`src/rtl/router_pkg.sv`:
```
// router_pkg: shared header layout, address constants and transmitter state encoding.
package router_pkg;
  localparam int LEN_W = 6;
  localparam int ADDR_LSB = 0;
  localparam int ADDR_MSB = 1;
  localparam int LEN_LSB = 2;
  localparam int LEN_MSB = 7;
  localparam logic [1:0] INVALID_ADDR = 2'b11;
  typedef enum logic [2:0] {
    S_IDLE,
    S_LOAD,
    S_HEADER,
    S_PAYLOAD,
    S_PARITY,
    S_DONE
  } state_t;
  function automatic logic [7:0] make_header(input logic [1:0] addr, input logic [LEN_W-1:0] len);
    logic [7:0] h;
    h = '0;
    h[ADDR_MSB:ADDR_LSB] = addr;
    h[LEN_MSB:LEN_LSB] = len;
    return h;
  endfunction
endpackage

```
`src/rtl/tx_payload_buf.sv`:
```
// tx_payload_buf: payload register file, synchronous write, asynchronous read, no storage reset.
module tx_payload_buf #(
  parameter int MAX_LEN = 63,
  parameter int AW = 6
) (
  input  logic          clk,
  input  logic          wr_en,
  input  logic [AW-1:0] wr_addr,
  input  logic [7:0]    wr_data,
  input  logic [AW-1:0] rd_addr,
  output logic [7:0]    rd_data
);
  logic [7:0] mem [MAX_LEN];
  always_ff @(posedge clk)
    if (wr_en && wr_addr < AW'(MAX_LEN)) mem[wr_addr] <= wr_data;
  // the counter parks at len after the last byte, which may be one past the end
  assign rd_data = rd_addr < AW'(MAX_LEN) ? mem[rd_addr] : '0;
endmodule

```
`src/rtl/router_pkt_tx.sv`:
```
// router_pkt_tx: buffers a payload, then sends header, payload and parity to the router with busy back-pressure.
module router_pkt_tx
  import router_pkg::*;
#(
  parameter int MAX_LEN = 63
) (
  input  logic       clk,
  input  logic       reset,
  input  logic       start,
  input  logic [1:0] dest_addr,
  input  logic [5:0] pay_len,
  input  logic [7:0] pay_data,
  input  logic       pay_valid,
  output logic       pay_ready,
  input  logic       busy,
  output logic [7:0] data_in,
  output logic       pkt_valid,
  output logic       tx_busy,
  output logic       done,
  output logic       err
);
  state_t state;
  logic [LEN_W-1:0] len;
  logic [LEN_W-1:0] cnt;
  logic [1:0] addr;
  logic [7:0] parity;
  logic [7:0] rd_data;
  logic [7:0] hdr;
  logic wr_en;
  assign wr_en = state == S_LOAD && pay_valid && pay_ready;
  assign hdr = make_header(addr, len);
  tx_payload_buf #(.MAX_LEN(MAX_LEN), .AW(LEN_W)) u_buf (
    .clk(clk),
    .wr_en(wr_en),
    .wr_addr(cnt),
    .wr_data(pay_data),
    .rd_addr(cnt),
    .rd_data(rd_data)
  );
  // during transmit, cnt points at the next byte to fetch so data_in can stay registered
  always_ff @(posedge clk or posedge reset)
    if (reset) begin
      state <= S_IDLE;
      len <= '0;
      cnt <= '0;
      addr <= '0;
      parity <= '0;
      data_in <= '0;
      pkt_valid <= 1'b0;
      pay_ready <= 1'b0;
      tx_busy <= 1'b0;
      done <= 1'b0;
      err <= 1'b0;
    end else begin
      err <= 1'b0;
      done <= 1'b0;
      case (state)
        S_IDLE:
          if (start) begin
            if (dest_addr == INVALID_ADDR || pay_len == '0) err <= 1'b1;
            else begin
              addr <= dest_addr;
              len <= pay_len;
              cnt <= '0;
              parity <= '0;
              pay_ready <= 1'b1;
              tx_busy <= 1'b1;
              state <= S_LOAD;
            end
          end
        S_LOAD:
          if (wr_en) begin
            if (cnt == len - 1'b1) begin
              cnt <= '0;
              pay_ready <= 1'b0;
              data_in <= hdr;
              pkt_valid <= 1'b1;
              parity <= hdr;
              state <= S_HEADER;
            end else cnt <= cnt + 1'b1;
          end
        S_HEADER:
          if (!busy) begin
            data_in <= rd_data;
            cnt <= LEN_W'(1);
            state <= S_PAYLOAD;
          end
        S_PAYLOAD:
          if (!busy) begin
            parity <= parity ^ data_in;
            if (cnt == len) begin
              data_in <= parity ^ data_in;
              pkt_valid <= 1'b0;
              state <= S_PARITY;
            end else begin
              data_in <= rd_data;
              cnt <= cnt + 1'b1;
            end
          end
        S_PARITY:
          if (!busy) begin
            data_in <= '0;
            done <= 1'b1;
            state <= S_DONE;
          end
        S_DONE: begin
          tx_busy <= 1'b0;
          state <= S_IDLE;
        end
        default: state <= S_IDLE;
      endcase
    end
endmodule
```
`config.mk`:
```
export PLATFORM = sky130hd
export DESIGN_NAME = router_pkt_tx
export DESIGN_NICKNAME = d
export VERILOG_FILES = /design/src/rtl/router_pkg.sv /design/src/rtl/tx_payload_buf.sv /design/src/rtl/router_pkt_tx.sv
export SDC_FILE = /design/constraint.sdc
export NUM_CORES = 1
export LEC_CHECK = 0
export CORE_AREA = 4 4 241 243
export DETAILED_ROUTE_END_ITERATION = 10
export DIE_AREA = 0 0 245 247
export MAX_ROUTING_LAYER = met4
export PLACE_DENSITY = 0.65
export REMOVE_ABC_BUFFERS = 1
export SYNTH_ARGS = -nofsm -noshare
export SYNTH_HDL_FRONTEND = slang
export SYNTH_HIERARCHICAL = 1
export SYNTH_SLANG_ARGS = --single-unit
export TNS_END_PERCENT = 10
```
`constraint.sdc`:
```
create_clock -name clk -period 4.15 [get_ports clk]
set_input_delay 0.83 -clock clk [delete_from_list [all_inputs] [get_ports clk]]
set_output_delay 0.83 -clock clk [all_outputs]
set_load 0.02 [all_outputs]
```
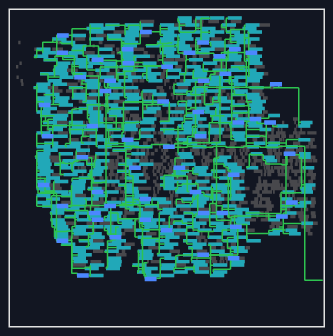
*Routed clock nets over the placement, run 1*
Blue shows clock drivers, count 55. Cyan shows flip-flops, count 542. Green shows clock wires, length 6,110 um.
There are 56 routed clock nets.

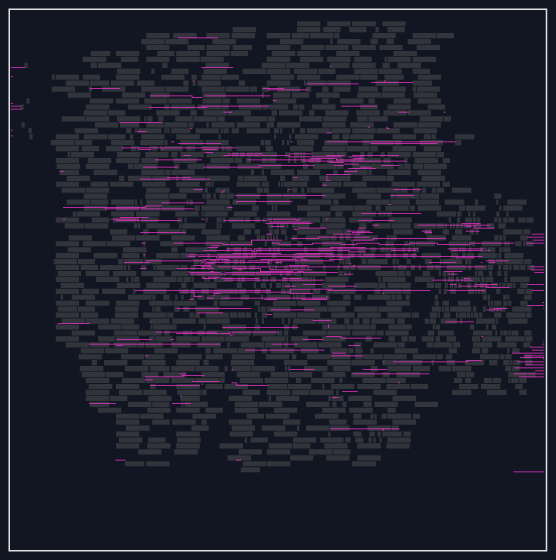
*Met3 routing, run 1*
Cells faint in the background.
The layer carries 4,070 um of wire. The longest straight run is 96.1 um. 167 nets have wire on it. The wires run mostly horizontal.

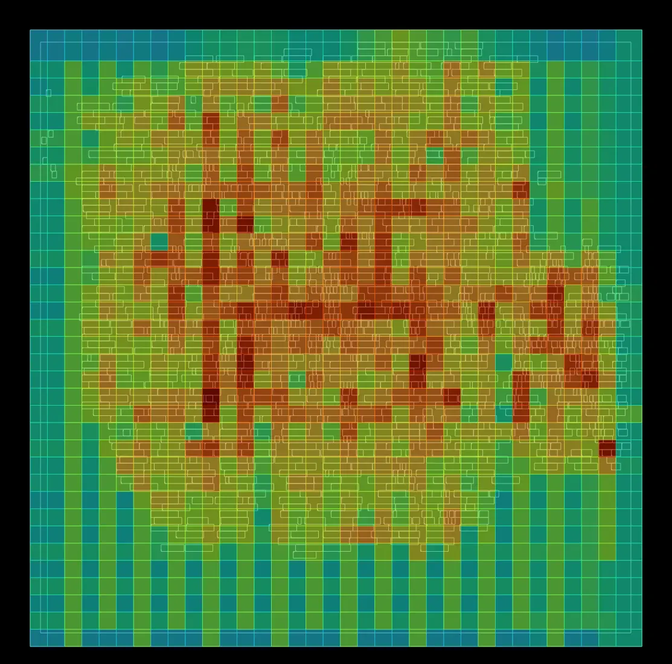
*Routing congestion map, run 1*
global-route track usage on met1: 24.0%
met2 usage: 27.9%
met3 Resource Use GR: 3.56%
overall fraction of global-route tracks in use: 17.9%

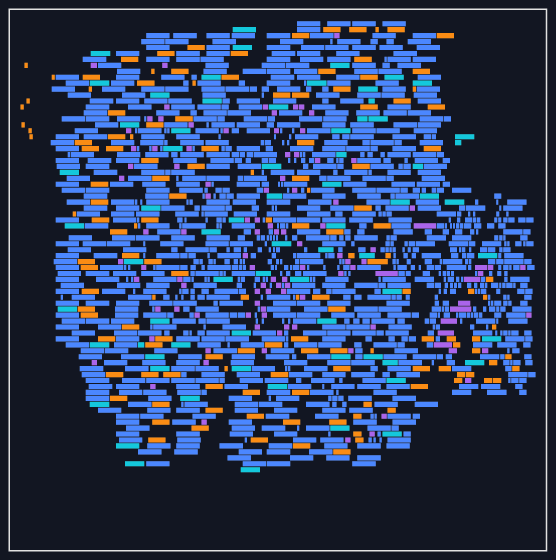
*Sizing map, run 1*
Cyan shows _6 and larger, cells 69, share 5.0%. Blue shows _0 and _1 cells, cells 1,078, share 77%. Purple shows _3 and _4 cells, cells 105, share 7.5%. Orange shows _2 cells, cells 140, share 10%.

==> qor.log, run 1 <==
[die] die outline height 247 um
[logic_synthesis] commonest cells in the synthesized netlist sky130_fd_sc_hd__edfxtp_1 (504), sky130_fd_sc_hd__nor2_1 (95), sky130_fd_sc_hd__mux4_2 (90)
[logic_synthesis] tally of yosys warning messages 6
[logic_synthesis] Post-synth EDFFs 504
[sta] Worst Max-Slew Pin Slew 1.27 ns
[detailed_routing] total routed wirelength 52.6 mm
[die] Row Count 87
[detailed_routing] vias per inst 5.61
[flow_run] number of max-cap violations 0
[logic_synthesis] main flop type after synthesis sky130_fd_sc_hd__edfxtp_1
[logic_synthesis] average cell area after synthesis 18.0 sq um
[clock_network] buffer type at the clock tree root sky130_fd_sc_hd__clkbuf_16
[logic_synthesis] leading post-synthesis cells by cell area sky130_fd_sc_hd__edfxtp_1 (68%), sky130_fd_sc_hd__mux4_2 (9.2%), sky130_fd_sc_hd__dfrtp_1 (4.3%), sky130_fd_sc_hd__mux2i_1 (3.7%), sky130_fd_sc_hd__nor2_1 (1.6%)
[clock_network] Post-CTS Hold Buffers 0
[placed_design] DPL Wire Length 33.3 mm
[logic_synthesis] Seq cells post-synth 542
[detailed_routing] detailed-routing iteration count for the pre-antenna-repair pass 7
[die] Chip Footprint 60,500 sq um
[logic_synthesis] XOR/XNOR share of the synthesized area 0.701%
[sta] unrepaired setup endpoints after global routing false
[clock_network] maximum root-to-sink buffer count 3
[logic_synthesis] chip area in the Yosys report 22,100 sq um
[detailed_routing] number of vias after detailed routing 12,100
[logic_synthesis] area fraction in mux cells 13.6%
[grt] number of antenna violations at the first check in global routing 0
[clock_network] number of H-tree branching levels 2
[power_and_ir_drop] Peak VDD IR 0.000321 V
[clock_network] post-CTS clock slew at the launch and capture registers of the worst setup and hold paths 0.06 ns
[finish] # diodes 0
[grt] vias in the first global route 12,100
[worst_setup_path] critical path endpoint category flip-flop
[sta] Max transition margin 15.3%
[clock_network] count of cells resized by post-cts repair 0
[logic_synthesis] largest area contributor in the synthesized netlist sky130_fd_sc_hd__edfxtp_1
[detailed_routing] number of nets with antenna violations after detailed routing 0
[worst_setup_path] Largest stage delay, worst path 0.79 ns
[logic_synthesis] Post-Synth Simple-Gate Area 4.85%
[finish] Filler cells 4,790
[logic_synthesis] synthesized-area fraction occupied by ao, oa, aoi and oai cells 5.97%
[die] boundary pin count 34
[power_and_ir_drop] leakage power of the design 8.36 nW
[worst_setup_path] crit path cell chain buf_12 > mux4_2 > a22o_1 > a211oi_1 > o32ai_1 > a222oi_1 > mux2i_1
[die] Core Footprint 56,000 sq um
[worst_setup_path] critical-path maximum fanout 24
[logic_synthesis] post-synthesis cell count from yosys 1,230
[min_path] type of the most critical hold path reg -> reg
[clock_network] Inserted Clock Buffers 55
[sta] Min Clock Period, post-route 3.39 ns
[die] share of the core filled by cells before placement 39.6%
[flow_run] warning total across the stage logs 25
[power_and_ir_drop] total power of the final layout 15.9 mW
[logic_synthesis] Adder-Cell Fraction of Synth Area 0.113%
[sta] final hold violations 0
[placed_design] count of port buffers added during placement 33
[worst_setup_path] critical path data arrival time 3.86 ns
[finish] Final nets 1,370
[power_and_ir_drop] total power per unit cell area 626 nW/um^2
[grt] wire length of the first global-routing pass 78.7 mm
[finish] fin util 45.5%
[finish] fraction of layout instances using a drive strength above 1 22.6%
[worst_setup_path] Crit Path Class reg -> reg
[worst_setup_path] start point of the critical path cnt[0]
[run_status] outcome completed
[clock_network] number of buffers inserted by post-CTS setup repair 0
[placed_design] gp weighted congestion 0.881
[worst_setup_path] nature of the critical path startpoint flip-flop
[logic_synthesis] distinct lib cells 77
[sta] Final setup violation count 0
[worst_setup_path] RR Startpoint cnt[0]
[clock_network] Latency at later pin 0.61 ns
[finish] layout-stage area growth over the synthesis result 15.1%
[worst_setup_path] cell at the slowest stage of the critical path sky130_fd_sc_hd__dfrtp_4
[clock_network] number of clock sinks 542
[logic_synthesis] top-area cell type share of the netlist area 68.4%
[grt] pin count of the biggest net entering global routing 59
[clock_network] CTS tree done
[sta] Final Max-Slew Violation Tally 0
[logic_synthesis] sequential fraction of the synthesis area 72.6%
[run 1: state kept, by name, indices dropped and copies added (netlist names), 2 cells and up]
signal     cells
addr           2
data_in        8
u_buf/mem    504
state          3
parity         8
len            6
cnt            6
[run 1: layout make-up]
type,instances,area [sq um],area share (%)
clock inverters,34,258,1.01
repair buffers,126,1050,4.13
multi-input cells,602,5600,22.0
well taps,756,946,3.71
clock buffers,68,1460,5.71
inverters,20,75.1,0.295
flip-flops and latches,542,16100,63.2
[run 1: final timing paths]
| path | end | cells past startpoint | slack, ns |
|---|---|---|---|
| worst max-delay path | data_in[1] | 7 | 0.76 |
| worst min-delay path | parity[1] | 2 | 0.56 |
| worst max register to register | data_in[1] | 7 | 0.76 |
| worst min register to register | parity[1] | 2 | 0.56 |
| max in group asynchronous | len[4] | 3 | 2.71 |
| min in group asynchronous | parity[2] | 2 | 0.70 |
[run 1: power by group]
group | internal (mW) | leakage (nW) | total (mW) | switching (mW)
Combinational | 1.98 | 2.53 | 4.60 | 2.61
Clock | 2.63 | 0.839 | 4.68 | 2.05
Sequential | 6.21 | 5.00 | 6.66 | 0.446
Total | 10.8 | 8.36 | 15.9 | 5.11
[run 1: through the flow]
| step | setup WS [ns] | instance area (sq um) | cells | TNS, ns | hold slack [ns] |
|---|---|---|---|---|---|
| floorplan | -3.90 | 21800 | 1164 | -1557.91 | 0.500 |
| global placement | 0.852 | 23800 | 2046 | 0 | 0.525 |
| detailed placement | 0.848 | 23800 | 2046 | 0 | 0.543 |
| CTS | 0.823 | 25500 | 2148 | 0 | 0.556 |
| global route | 0.711 | 25500 | 2148 | 0 | 0.573 |
| finish | 0.756 | 25500 | 2148 | 0 | 0.557 |
[run 1: worst max-delay path: cells and delay by family, from the launching register on]
family,cells,cell delay [ns]
buf+inv,1,0.26
mux,2,0.69
flops,1,0.79
compound gates,4,1.48
[run 1: metal layers]
metal  up-vias  part of all wire [%]  global-route usage [%]
met5         -                     0                       -
met4         0                   2.7                    5.55
met3        93                   7.7                    3.56
met2       492                    48                    27.9
met1      6257                    42                    24.0
li1       5208                     -                       -
[run 1: kinds of logic after synthesis]
kind of cell | Yosys count
fa+ha+maj | 2
simple gates | 221
flops | 542
xor+xnor | 16
buf+inv | 86
mux | 187
compound gates | 176
[run 1: placed cells by master (no fill, tap or decap), drive strengths merged, types with 4 or more instances in the layout]
cell type,n
a211o,4
a211oi,15
a21oi,28
a221o,4
a222oi,8
a22o,14
a22oi,11
a32o,4
and3,8
buf,101
clkbuf,68
clkdlybuf4s50,25
clkinv,25
clkinvlp,4
dfrtp,38
edfxtp,504
inv,23
mux2,15
mux2i,82
mux4,90
nand2,47
nand2b,10
nand3,11
nand3b,4
nand4,6
nor2,96
nor2b,12
nor3,10
o211ai,4
o21ai,29
o221ai,14
o22ai,18
or3,4
xnor2,5
xor2,11
--- run 2 (diff from run 1) ---
==> constraint.sdc (replaced) <==
create_clock -name clk -period 3.55 [get_ports clk]
set_input_delay 0.71 -clock clk [delete_from_list [all_inputs] [get_ports clk]]
set_output_delay 0.71 -clock clk [all_outputs]
set_load 0.02 [all_outputs]
==> qor.log, run 2 <==
[logic_synthesis] number of standard cells after synthesis 1,230
[clock_network] number of buffers inserted by post-CTS setup repair 0
[logic_synthesis] largest area contributor in the synthesized netlist sky130_fd_sc_hd__edfxtp_1
[logic_synthesis] post-synthesis instance area 22,100 sq um
[sta] Max transition margin 30.4%
[run_status] outcome completed
[worst_setup_path] Critical path buffers and inverters 2
[die] Row Count 87
[placed_design] DPL Wire Length 34.1 mm
[clock_network] buffer type at the clock tree root sky130_fd_sc_hd__clkbuf_16
[logic_synthesis] average cell area after synthesis 18.0 sq um
[clock_network] number of H-tree branching levels 2
[worst_setup_path] Crit Path Class reg -> reg
[logic_synthesis] leading post-synthesis cells by cell area sky130_fd_sc_hd__edfxtp_1 (68%), sky130_fd_sc_hd__mux4_2 (9.2%), sky130_fd_sc_hd__dfrtp_1 (4.3%), sky130_fd_sc_hd__mux2i_1 (3.7%), sky130_fd_sc_hd__nor2_1 (1.6%)
[worst_setup_path] Worst Path Required 4.00 ns
[flow_run] number of max-cap violations 0
[detailed_routing] number of nets with antenna violations after detailed routing 0
[power_and_ir_drop] leakage power of the design 8.47 nW
[sta] post-route setup slack 0.367 ns
[detailed_routing] vias per inst 5.55
[sta] Worst Max-Slew Pin Slew 1.04 ns
[worst_setup_path] cell at the slowest stage of the critical path sky130_fd_sc_hd__dfrtp_4
[power_and_ir_drop] total power of the final layout 18.5 mW
[worst_setup_path] critical path endpoint category flip-flop
[power_and_ir_drop] total power per unit cell area 721 nW/um^2
[worst_setup_path] number of gates on the worst path with buffers counted 9
[finish] Final nets 1,399
[finish] register with the highest flop count u_buf/mem
[finish] # diodes 0
[placed_design] placed inst area 24,000 sq um
[finish] Finished Cell Area 25,600 sq um
[logic_synthesis] post-synthesis cell count from yosys 1,230
[worst_setup_path] cell class contributing the biggest share of worst-path delay AND-OR/OR-AND gates
[die] Chip Footprint 60,500 sq um
[finish] Filler cells 4,789
[grt] total congestion overflow 0
[logic_synthesis] main flop type after synthesis sky130_fd_sc_hd__edfxtp_1
[clock_network] CTS tree done
[worst_setup_path] critical-path maximum fanout 23
[sta] worst-case clock skew 0.0263 ns
[logic_synthesis] Post-synth EDFFs 504
[min_path] type of the most critical hold path reg -> reg
[finish] most frequent cells in the layout sky130_fd_sc_hd__edfxtp_1 (504), sky130_fd_sc_hd__buf_4 (118), sky130_fd_sc_hd__nor2_1 (95), sky130_fd_sc_hd__mux4_2 (90), sky130_fd_sc_hd__mux2i_1 (82)
[clock_network] Inserted Clock Buffers 54
[finish] layout-stage area growth over the synthesis result 15.6%
[power_and_ir_drop] Peak VDD IR 0.000381 V
[logic_synthesis] post-synthesis cell type with the largest instance count sky130_fd_sc_hd__edfxtp_1
[sta] Final setup violation count 0
[detailed_routing] total routed wirelength 53.2 mm
[grt] wire length of the first global-routing pass 79.8 mm
[worst_setup_path] number of cell instances on the worst register-to-register path 9
[detailed_routing] detailed-routing iteration count for the pre-antenna-repair pass 6
[sta] share of the cycle needed by the critical path after routing 89.7%
[logic_synthesis] Seq cells post-synth 542
[grt] vias in the first global route 12,200
[clock_network] Post-CTS Hold Buffers 0
[worst_setup_path] nature of the critical path startpoint flip-flop
[die] Core Footprint 56,000 sq um
[clock_network] post-CTS clock slew at the launch and capture registers of the worst setup and hold paths 0.06 ns
[logic_synthesis] sequential fraction of the synthesis area 72.6%
[finish] fin util 45.7%
[flow_run] warning total across the stage logs 25
[clock_network] count of cells resized by post-cts repair 0
[sta] max frequency 0.314 GHz
[worst_setup_path] Largest stage delay, worst path 0.61 ns
[clock_network] number of clock sinks 542
[logic_synthesis] chip area in the Yosys report 22,100 sq um
[worst_setup_path] crit path cell chain buf_4 > buf_4 > mux2i_1 > o22ai_1 > a211o_1 > nor2_1 > o32ai_1 > a222oi_1 > mux2i_1
[detailed_routing] number of vias after detailed routing 12,100
[detailed_routing] drt drc 0
[sta] unrepaired setup endpoints after global routing false
[finish] Regs by FF count u_buf/mem (504), data_in (8), parity (8)
[finish] flip-flop count of the largest register, all copies and words added 504
[die] boundary pin count 34
[min_path] number of cells on the worst hold path 2
[placed_design] pre-CTS worst setup slack 0.433 ns
[logic_synthesis] FFs w/ async S/R, synth 7.01%
[logic_synthesis] distinct lib cells 77
[detailed_routing] Initial DRC Count 1,266
[finish] most frequently placed logic cell in the final layout sky130_fd_sc_hd__edfxtp_1
[clock_network] Latency at later pin 0.60 ns
[sta] Final Max-Slew Violation Tally 0
[logic_synthesis] top-area cell type share of the netlist area 68.4%
[worst_setup_path] critical path data arrival time 3.64 ns
[placed_design] count of port buffers added during placement 33
[grt] number of antenna violations at the first check in global routing 0
[finish] fraction of layout instances using a drive strength above 1 23.3%
[die] horizontal die dimension 245 um
[placed_design] gp weighted congestion 0.846
[die] die outline height 247 um
[sta] Min Clock Period, post-route 3.18 ns
[grt] pin count of the biggest net entering global routing 64
[clock_network] maximum root-to-sink buffer count 3
[sta] final hold violations 0
[logic_synthesis] commonest cells in the synthesized netlist sky130_fd_sc_hd__edfxtp_1 (504), sky130_fd_sc_hd__nor2_1 (95), sky130_fd_sc_hd__mux4_2 (90)
[grt] overall fraction of global-route tracks in use 18.1%
[die] share of the core filled by cells before placement 39.6%
[logic_synthesis] tally of yosys warning messages 6
-- run 2: final cells by class --
type / instances / area, sq um / area share (%)
well taps: 756 / 946 / 3.70
flip-flops and latches: 542 / 16100 / 62.9
inverters: 20 / 75.1 / 0.293
clock buffers: 70 / 1410 / 5.51
clock inverters: 28 / 196 / 0.768
multi-input cells: 602 / 5600 / 21.9
repair buffers: 156 / 1280 / 4.99
-- run 2: tightest hold or removal path, stage by stage (launching register included) --
cell and delay [ns]:
sky130_fd_sc_hd__dfrtp_1 0.39, sky130_fd_sc_hd__inv_1 0.06, sky130_fd_sc_hd__a221oi_1 0.07
-- run 2: kinds of logic after synthesis --
group,after synthesis,share of synthesized area [%]
mux,187,13.6
buf+inv,86,2.09
flops,542,72.6
xor+xnor,16,0.701
fa+ha+maj,2,0.113
simple gates,221,4.85
compound gates,176,5.97
-- run 2: final timing paths --
| path | from | end | slack, ns |
|---|---|---|---|
| worst min register to register | pkt_valid | pkt_valid | 0.56 |
| worst max-delay path | cnt[0] | data_in[1] | 0.37 |
| min in group asynchronous | reset | parity[5] | 0.59 |
| max in group asynchronous | reset | err | 2.20 |
| worst max register to register | cnt[0] | data_in[1] | 0.37 |
| worst min-delay path | pkt_valid | pkt_valid | 0.56 |
-- run 2: layer usage --
layer	share of wire (%)	global-route usage, %
met5	0	-
met4	2.6	5.39
met3	8.1	4.12
met2	48	28.2
met1	42	24.2
-- run 2: power breakdown --
part           switching (mW)  internal, mW  total (mW)
Clock                    2.31          2.94        5.25
Sequential              0.468          7.26        7.73
Combinational            3.13          2.34        5.47
Total                    5.91          12.5        18.5
-- run 2: stage by stage --
| step | std cells | TNS, ns | hold slack [ns] |
|---|---|---|---|
| after floorplan | 1164 | -1876.51 | 0.500 |
| after global placement | 2076 | 0 | 0.539 |
| after detailed placement | 2076 | 0 | 0.542 |
| after CTS | 2174 | 0 | 0.565 |
| after global routing | 2174 | 0 | 0.589 |
| final | 2174 | 0 | 0.561 |
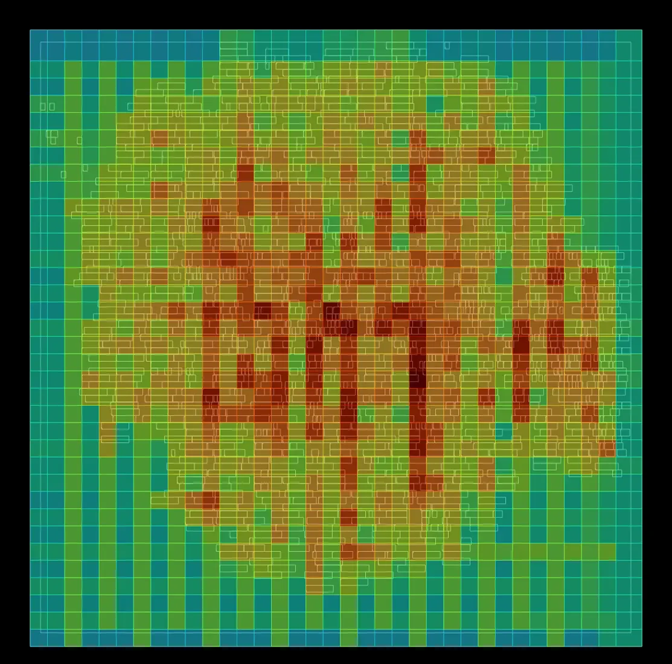
*Routing congestion map, run 2*
WL per Instance: 24.5 um
met3 Resource Use GR: 4.12%
layer with the highest usage: met2

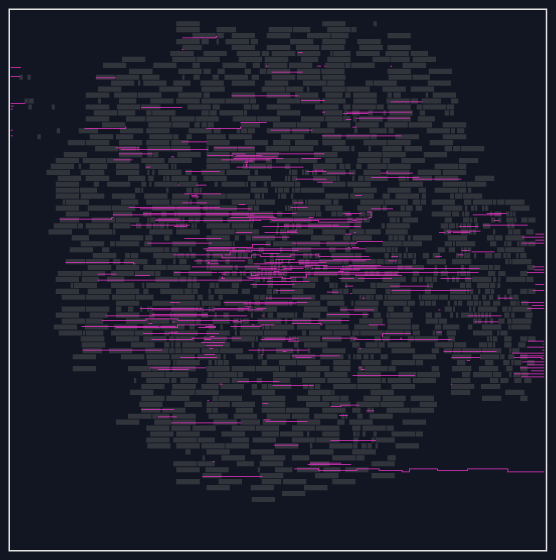
*Met3 routing, run 2*
Cells faint in the background.
The layer carries 4,310 um of wire. The wires run mostly horizontal.

### Sizing map, run 2

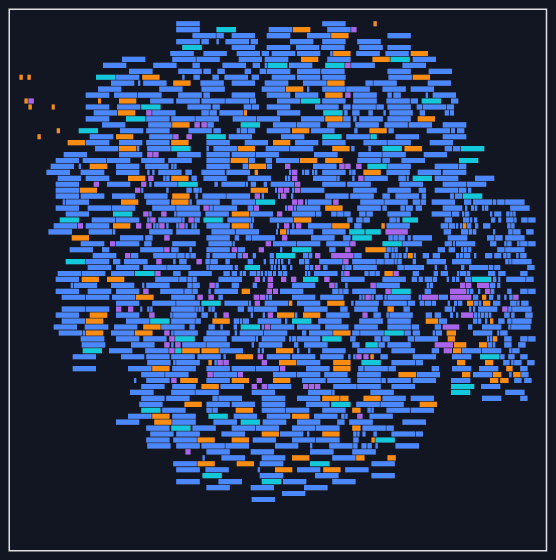

--- run 3 (diff from run 2) ---
--- a/config.mk
+++ b/config.mk
@@ -5,9 +5,9 @@
 export SDC_FILE = /design/constraint.sdc
 export NUM_CORES = 1
 export LEC_CHECK = 0
-export CORE_AREA = 4 4 241 243
+export CORE_AREA = 5 5 242 244
 export DETAILED_ROUTE_END_ITERATION = 10
-export DIE_AREA = 0 0 245 247
+export DIE_AREA = 0 0 247 249
 export MAX_ROUTING_LAYER = met4
 export PLACE_DENSITY = 0.65
 export REMOVE_ABC_BUFFERS = 1
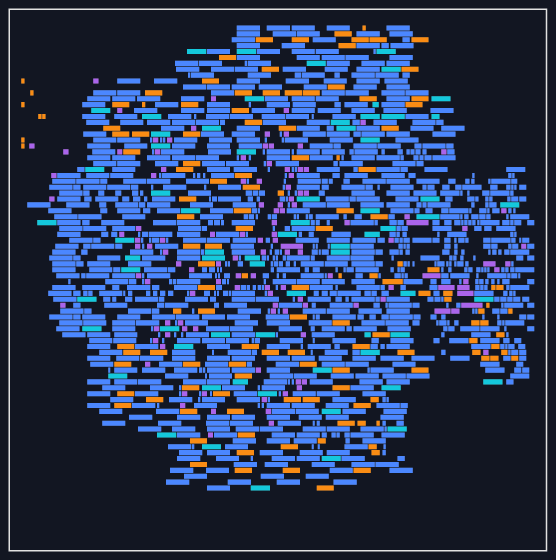
*Sizing map, run 3*
Orange shows _2 cells, cells 132, share 9.4%. Cyan shows _6 and larger, cells 67, share 4.8%. Purple shows _3 and _4 cells, cells 122, share 8.7%. Blue shows _0 and _1 cells, cells 1,084, share 77%.

==> qor.log, run 3 <==
[detailed_routing] total routed wirelength 53.2 mm
[finish] most frequent cells in the layout sky130_fd_sc_hd__edfxtp_1 (504), sky130_fd_sc_hd__buf_4 (109), sky130_fd_sc_hd__nor2_1 (95), sky130_fd_sc_hd__mux4_2 (90), sky130_fd_sc_hd__mux2i_1 (82)
[power_and_ir_drop] total power per unit cell area 722 nW/um^2
[power_and_ir_drop] Peak VDD IR 0.000344 V
[logic_synthesis] Post-Synth Simple-Gate Area 4.85%
[finish] # diodes 0
[finish] multi-input combinational cell area 5600 sq um
[worst_setup_path] nature of the critical path startpoint flip-flop
[logic_synthesis] post-synthesis cell count from yosys 1,230
[grt] vias in the first global route 11,900
[finish] FF+latch area 16,100 sq um
[grt] pin count of the biggest net entering global routing 64
[clock_network] count of cells resized by post-cts repair 0
[sta] Max transition margin 19.0%
[detailed_routing] Initial DRC Count 1,269
[logic_synthesis] average cell area after synthesis 18.0 sq um
[worst_setup_path] setup slack on the worst flop-to-flop path 0.44 ns
[clock_network] buffer type at the clock tree root sky130_fd_sc_hd__clkbuf_16
[power_and_ir_drop] total power of the final layout 18.5 mW
[logic_synthesis] post-synthesis cell type with the largest instance count sky130_fd_sc_hd__edfxtp_1
[detailed_routing] drt drc 0
[worst_setup_path] Worst Path Required 4.00 ns
[finish] register with the highest flop count u_buf/mem
[clock_network] number of H-tree branching levels 2
[logic_synthesis] area fraction in mux cells 13.6%
[die] horizontal die dimension 247 um
[worst_setup_path] number of cell instances on the worst register-to-register path 9
[logic_synthesis] largest area contributor in the synthesized netlist sky130_fd_sc_hd__edfxtp_1
[die] boundary pin count 34
[logic_synthesis] Post-synth EDFFs 504
[placed_design] count of port buffers added during placement 33
[grt] wire length of the first global-routing pass 78.1 mm
[logic_synthesis] XOR/XNOR share of the synthesized area 0.701%
[finish] layout-stage area growth over the synthesis result 15.5%
[finish] fraction of layout instances using a drive strength above 1 22.8%
[worst_setup_path] Crit Path Class reg -> reg
[power_and_ir_drop] share of total power in sequential cells 41.8%
[logic_synthesis] top-area cell type share of the netlist area 68.4%
[finish] flip-flop count of the largest register, all copies and words added 504
[clock_network] Inserted Clock Buffers 52
[finish] Filler cells 4,689
[detailed_routing] vias per inst 5.56
[placed_design] placed inst area 24,000 sq um
[worst_setup_path] RR Startpoint cnt[0]
[logic_synthesis] FFs w/ async S/R, synth 7.01%
[clock_network] Post-CTS Hold Buffers 0
[placed_design] gp weighted congestion 0.863
[logic_synthesis] main flop type after synthesis sky130_fd_sc_hd__edfxtp_1
[grt] total congestion overflow 0
[logic_synthesis] commonest cells in the synthesized netlist sky130_fd_sc_hd__edfxtp_1 (504), sky130_fd_sc_hd__nor2_1 (95), sky130_fd_sc_hd__mux4_2 (90)
[min_path] type of the most critical hold path in -> async
[worst_setup_path] critical path data arrival time 3.56 ns
[die] Chip Footprint 61,500 sq um
[clock_network] CTS tree done
[logic_synthesis] Adder-Cell Fraction of Synth Area 0.113%
[finish] Regs by FF count u_buf/mem (504), data_in (8), parity (8)
[power_and_ir_drop] switching power 5.83 mW
[sta] final hold violations 0
[clock_network] post-CTS clock slew at the launch and capture registers of the worst setup and hold paths 0.07 ns
[logic_synthesis] chip area in the Yosys report 22,100 sq um
[sta] Worst Max-Slew Pin Slew 1.22 ns
[sta] max frequency 0.322 GHz
[finish] Final nets 1,390
[run_status] outcome completed
[logic_synthesis] Seq cells post-synth 542
[logic_synthesis] tally of yosys warning messages 6
[die] share of the core filled by cells before placement 39.5%
[clock_network] maximum root-to-sink buffer count 3
[logic_synthesis] synthesized-area fraction occupied by ao, oa, aoi and oai cells 5.97%
[grt] number of antenna violations at the first check in global routing 0
[logic_synthesis] sequential fraction of the synthesis area 72.6%
[worst_setup_path] critical-path maximum fanout 23
[sta] setup TNS 0 ns
[clock_network] number of clock sinks 542
[finish] Finished Cell Area 25,600 sq um
[placed_design] DPL Wire Length 34.3 mm
[flow_run] warning total across the stage logs 25
[die] Core Footprint 56,100 sq um
[sta] Final Max-Slew Violation Tally 0
[flow_run] number of max-cap violations 0
[power_and_ir_drop] Sw Share 31.5%
[sta] Final setup violation count 0
[finish] fin util 45.6%
[logic_synthesis] distinct lib cells 77
[worst_setup_path] critical path endpoint category flip-flop
[logic_synthesis] leading post-synthesis cells by cell area sky130_fd_sc_hd__edfxtp_1 (68%), sky130_fd_sc_hd__mux4_2 (9.2%), sky130_fd_sc_hd__dfrtp_1 (4.3%), sky130_fd_sc_hd__mux2i_1 (3.7%), sky130_fd_sc_hd__nor2_1 (1.6%)
[logic_synthesis] main combinational cell family by area after synthesis multiplexers
[worst_setup_path] critical register-to-register path endpoint data_in[5]
[power_and_ir_drop] design internal power 12.6 mW
[power_and_ir_drop] share of power burned in combinational logic 29.5%
[detailed_routing] number of nets with antenna violations after detailed routing 0
[sta] unrepaired setup endpoints after global routing false
[detailed_routing] number of vias after detailed routing 12,000
[sta] worst hold slack across all endpoints 0.532 ns
[die] die outline height 249 um
[logic_synthesis] number of standard cells after synthesis 1,230
[grt] overall fraction of global-route tracks in use 17.4%
[sta] Min Clock Period, post-route 3.11 ns
[logic_synthesis] post-synthesis instance area 22,100 sq um
[power_and_ir_drop] leakage power of the design 8.43 nW
[sta] share of the cycle needed by the critical path after routing 87.5%
[detailed_routing] detailed-routing iteration count for the pre-antenna-repair pass 5
[finish] most frequently placed logic cell in the final layout sky130_fd_sc_hd__edfxtp_1
[clock_network] number of buffers inserted by post-CTS setup repair 0
[die] Row Count 87
[detailed_routing] WL per Instance 24.6 um
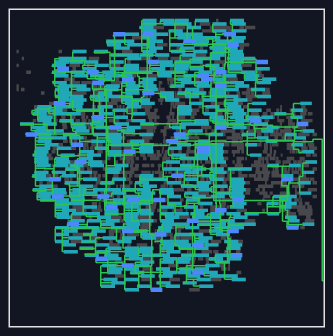
*Routed clock nets over the placement, run 3*
Power Clock: 5.31 mW
Latency at later pin: 0.59 ns
share of total power in the clock network: 28.7%
worst-case clock skew: 0.0137 ns

[run 3: logic make-up (layout without fill, tap and decap cells)]
family / count (synthesis) / after routing
adders and majority gates: 2 / 2
xor gates and xnor gates: 16 / 16
AOI/OAI and AO/OA: 176 / 176
and+or+nand+nor: 221 / 221
buffers and inverters: 86 / 261
DFF: 542 / 542
muxes: 187 / 187
[run 3: per-stage QoR]
stage / setup WS, ns / std cells
final: 0.442 / 2161
after global routing: 0.293 / 2161
after CTS: 0.497 / 2161
after detailed placement: 0.349 / 2069
after global placement: 0.396 / 2069
after floorplan: -4.50 / 1164
[run 3: layout make-up]
type / count / share of cell area (%)
flip-flops and latches: 542 / 62.9
multi-input cells: 602 / 21.9
clock buffers: 65 / 5.36
repair buffers: 149 / 4.88
well taps: 756 / 3.70
clock inverters: 27 / 0.944
inverters: 20 / 0.294
[run 3: critical path, cell delays in order, from the launching register on]
cell and delay (ns):
sky130_fd_sc_hd__dfrtp_4 0.63, sky130_fd_sc_hd__buf_12 0.26, sky130_fd_sc_hd__buf_4 0.26, sky130_fd_sc_hd__mux2_2 0.36
sky130_fd_sc_hd__a21oi_1 0.13, sky130_fd_sc_hd__o21ai_0 0.12, sky130_fd_sc_hd__a211oi_1 0.42, sky130_fd_sc_hd__o31ai_1 0.27
sky130_fd_sc_hd__a222oi_1 0.39, sky130_fd_sc_hd__mux2i_1 0.13
[run 3: power groups by stage]
stage	Clock, mW	Combinational [mW]	Sequential (mW)
detailed placement	0	5.43	7.85
CTS	5.41	5.46	7.72
global placement	0	5.38	7.84
finish	5.31	5.44	7.72
global route	5.66	5.78	7.76
floorplan	0	2.88	8.07
[run 3: routing by layer]
layer / GRT usage, % / part of all wire, % / vias up
li1: - / - / 5244
met1: 24.1 / 42 / 6178
met2: 26.4 / 48 / 512
met3: 3.63 / 7.8 / 86
met4: 4.94 / 2.5 / 0
met5: - / 0 / -
[run 3: worst max-delay path by stage]
stage | from | depth (start not counted) | endpoint | slack (ns)
after CTS | cnt[0] | 9 | data_in[5] | 0.50
after global placement | pay_valid | 8 | u_buf/mem[61][7] | 0.40
after global routing | cnt[0] | 9 | data_in[5] | 0.29
after detailed placement | pay_valid | 8 | u_buf/mem[37][6] | 0.35
after floorplan | cnt[0] | 2 | u_buf/mem[37][0] | -4.50
final | cnt[0] | 9 | data_in[5] | 0.44
Power is estimated from default activity; no workload was simulated.
